==> config.mk <==
export PLATFORM = sky130hd
export DESIGN_NAME = mbscore_alu_arbiter
export DESIGN_NICKNAME = d
export VERILOG_FILES = /design/src/rtl/mbscore_alu_arbiter_pkg.sv /design/src/rtl/mbscore_rr_arbiter.sv /design/src/rtl/mbscore_alu_arbiter.sv
export SDC_FILE = /design/constraint.sdc
export NUM_CORES = 1
export LEC_CHECK = 0
export ABC_CLOCK_PERIOD_IN_PS = 3300
export CORE_ASPECT_RATIO = 1.25
export CORE_MARGIN = 4
export CORE_UTILIZATION = 35
export CTS_CLUSTER_DIAMETER = 100
export DETAILED_ROUTE_END_ITERATION = 10
export HOLD_SLACK_MARGIN = 0.1
export PLACE_DENSITY = 0.84
export REMOVE_ABC_BUFFERS = 1
export SYNTH_ARGS = -nofsm -noshare
export SYNTH_HDL_FRONTEND = slang
export SYNTH_SLANG_ARGS = --single-unit
export TNS_END_PERCENT = 20
==> constraint.sdc <==
create_clock -name clk -period 3.3 [get_ports clk]
set_clock_uncertainty 0.05 [all_clocks]
set_input_delay 0.66 -clock clk [delete_from_list [all_inputs] [get_ports clk]]
set_output_delay 0.66 -clock clk [all_outputs]
set_load 0.01 [all_outputs]
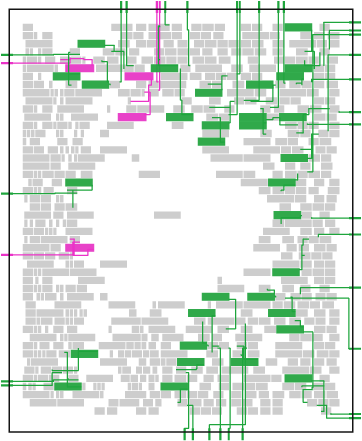
(wires at chosen ports, followed through buffers)
Drawn at 3 px/um.
legend:
  `alu_in_a`:
    color: green
    direction: output
    edge: 13 right, 9 top, 6 bottom, 4 left
    end_cells: 32
    buffers: 32
    wire: 1200 um
  `alu_op_type`:
    color: magenta
    direction: output
    edge: 2 left, 2 top
    end_cells: 4
    buffers: 4
    wire: 154 um
boundary pin count: 281
number of port buffers: 280

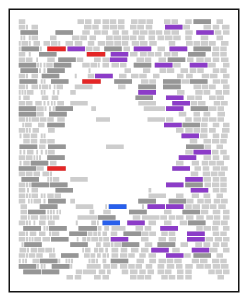
(where the registers sit)
Drawn at 2 px/um. Other sequential cells in the stronger gray, the rest of the logic in the fainter gray.
legend:
  `alu_op_type`:
    color: red
    sequential_cells: 4
    where: top left
  `rsp_valid`:
    color: blue
    sequential_cells: 2
  `alu_in_b`:
    color: purple
    sequential_cells: 32
not colored: 69
final core occ: 59.6%
sequential power: 0.00226 W

==> Slide: Implementation Results <==
Run Summary

Synth
  – Main synth FF type: dfrtp_1
  – Post-synthesis async set-or-reset flop share: 100%
  – Yosys warnings: 0
  – Largest type area fraction: 52.0%
  – Synthesized cell area: 0.00491 mm2
  – Synth Seq Share: 54.6%
  – Simple-Gate Area Share: 9.60%
  – Dominant comb cell: multiplexers
  – Unique masters post-synth: 30
  – Biggest area cells: dfrtp_1 (52%), mux2_2 (28%), nand2_1 (7.7%)
  – Most frequent cell after synthesis: mux2_2
  – Yosys adder share: 0%
  – Synthesized instance count: 401
  – Mux area share: 31.2%
  – Average size of a mapped cell: 12.2 um2
  – XORs/XNORs by Area: 0%
  – Yosys reg bits: 107

Clock network
  – Number of buffers added for setup after CTS: 0
  – Hold Buf Count CTS: 0
  – Worst-Skew Late Latency: 330 ps
  – CTS sink count: 107
  – CTS Buf Count: 9
  – Htree depth: 3
  – Cts repair resizes: 0
  – TritonCTS clock tree: built
  – Clock-pin slew on the worst setup and hold paths: 70 ps
  – Maximum clock insertion buffer count: 2

GRT
  – Met2 Resource Use GR: 32.4%
  – Largest net degree at the start of global routing: 69
  – Total grt overflow: 0
  – GR Util met1: 18.7%
  – First-pass GRT wire length: 22800 um
  – GR Util met3: 6.48%

Critical path
  – Crit path required time: 2590 ps
  – Crit path buf inv count: 2
  – Startpoint types: input port
  – Worst-path maximum fanout: 4
  – Delay-heaviest family, CP: buffers and inverters
  – Slowest CP cell: clkdlybuf4s50_1
  – Worst R2R Path Depth: 5
  – Worst path depth: 5
  – Crit path top cell by count: clkdlybuf4s50_1
  – CP arrival: 2470 ps
  – Worst-path cell chain: clkdlybuf4s50_1, nor2_1, a21boi_0, and3_1, clkdlybuf4s50_1
  – Setup CP Type: input port to primary output

Die
  – Die H: 140 um
  – Std-Cell Rows: 48
  – CORE AREA: 0.0138 mm2
  – Floorplan utilization: 35.6%
  – Die area: 0.0160 mm2

Outcome
  – Outcome: completed

Drt
  – Post-route ant nets: 0
  – Metal3 WL: 1590 um
  – Vias: 4053
  – DR DRC count: 0
  – Drt initial violations: 102
  – Vias per std cell: 4.73
  – M1 WL: 5230 um
  – Final WL: 14500 um
  – Top layer in use: met4
  – Drt first pass iters: 4
  – Wire length per cell: 16.9 um

Finish
  – Non-Filler Instances: 857
  – Number of diodes: 0
  – Area added between synthesis and finish: 67.6%
  – Logic cell area: 0.00212 mm2
  – Most frequent logic cells in the routed design: clkdlybuf4s50_1 (280), mux2_2 (123), dfrtp_1 (102), nand2_1 (101)
  – Most used logic cell in the final layout: clkdlybuf4s50_1
  – Layout cells sized above 1: 22.9%

Final timing
  – Worst slew pin tran: 438 ps
  – Setup TNS: 0 ps
  – Tmin final: 3180 ps
  – Final hold vios: 0
  – Post-route clock period utilization: 96.2%
  – Fmax: 315 MHz

Power and ir drop
  – Power per cell area: 747 mW/mm2
  – Top power group: combinational logic
  – Clock share of power: 17.0%
  – Logic power comb: 0.00284 W
  – Max VDD drop: 0.000382 V
  – Reg power frac: 36.8%

Job
  – Tool warning count: 25

Worst hold path
  – Worst Hold Depth: 2
  – Hold Crit Class: flop to flop

Placement
  – Routability cong.: 0.856
  – Pre-CTS WS: 188 ps
stage by stage:
step,area [um2],hold slack (ps)
after global routing,8230,457
after floorplan,4800,444
after detailed placement,7950,418
after CTS,8230,435
final,8230,427
after global placement,7950,406
area by class of cell:
type | count | share of cell area [%]
Tap cell | 175 | 2.66
Clock inverter | 4 | 0.623
Multi-Input combinational cell | 267 | 25.8
Timing Repair Buffer | 289 | 35.3
Inverter | 3 | 0.167
Clock buffer | 12 | 2.87
Sequential cell | 107 | 32.6
worst register-to-register path: cells and delay by family, from the launching register on:
family | cells | cell delay [ps]
AOI/OAI and AO/OA | 1 | 450
buffers and inverters | 2 | 550
DFF | 1 | 440
muxes | 2 | 560
Power is estimated from default activity; no workload was simulated.
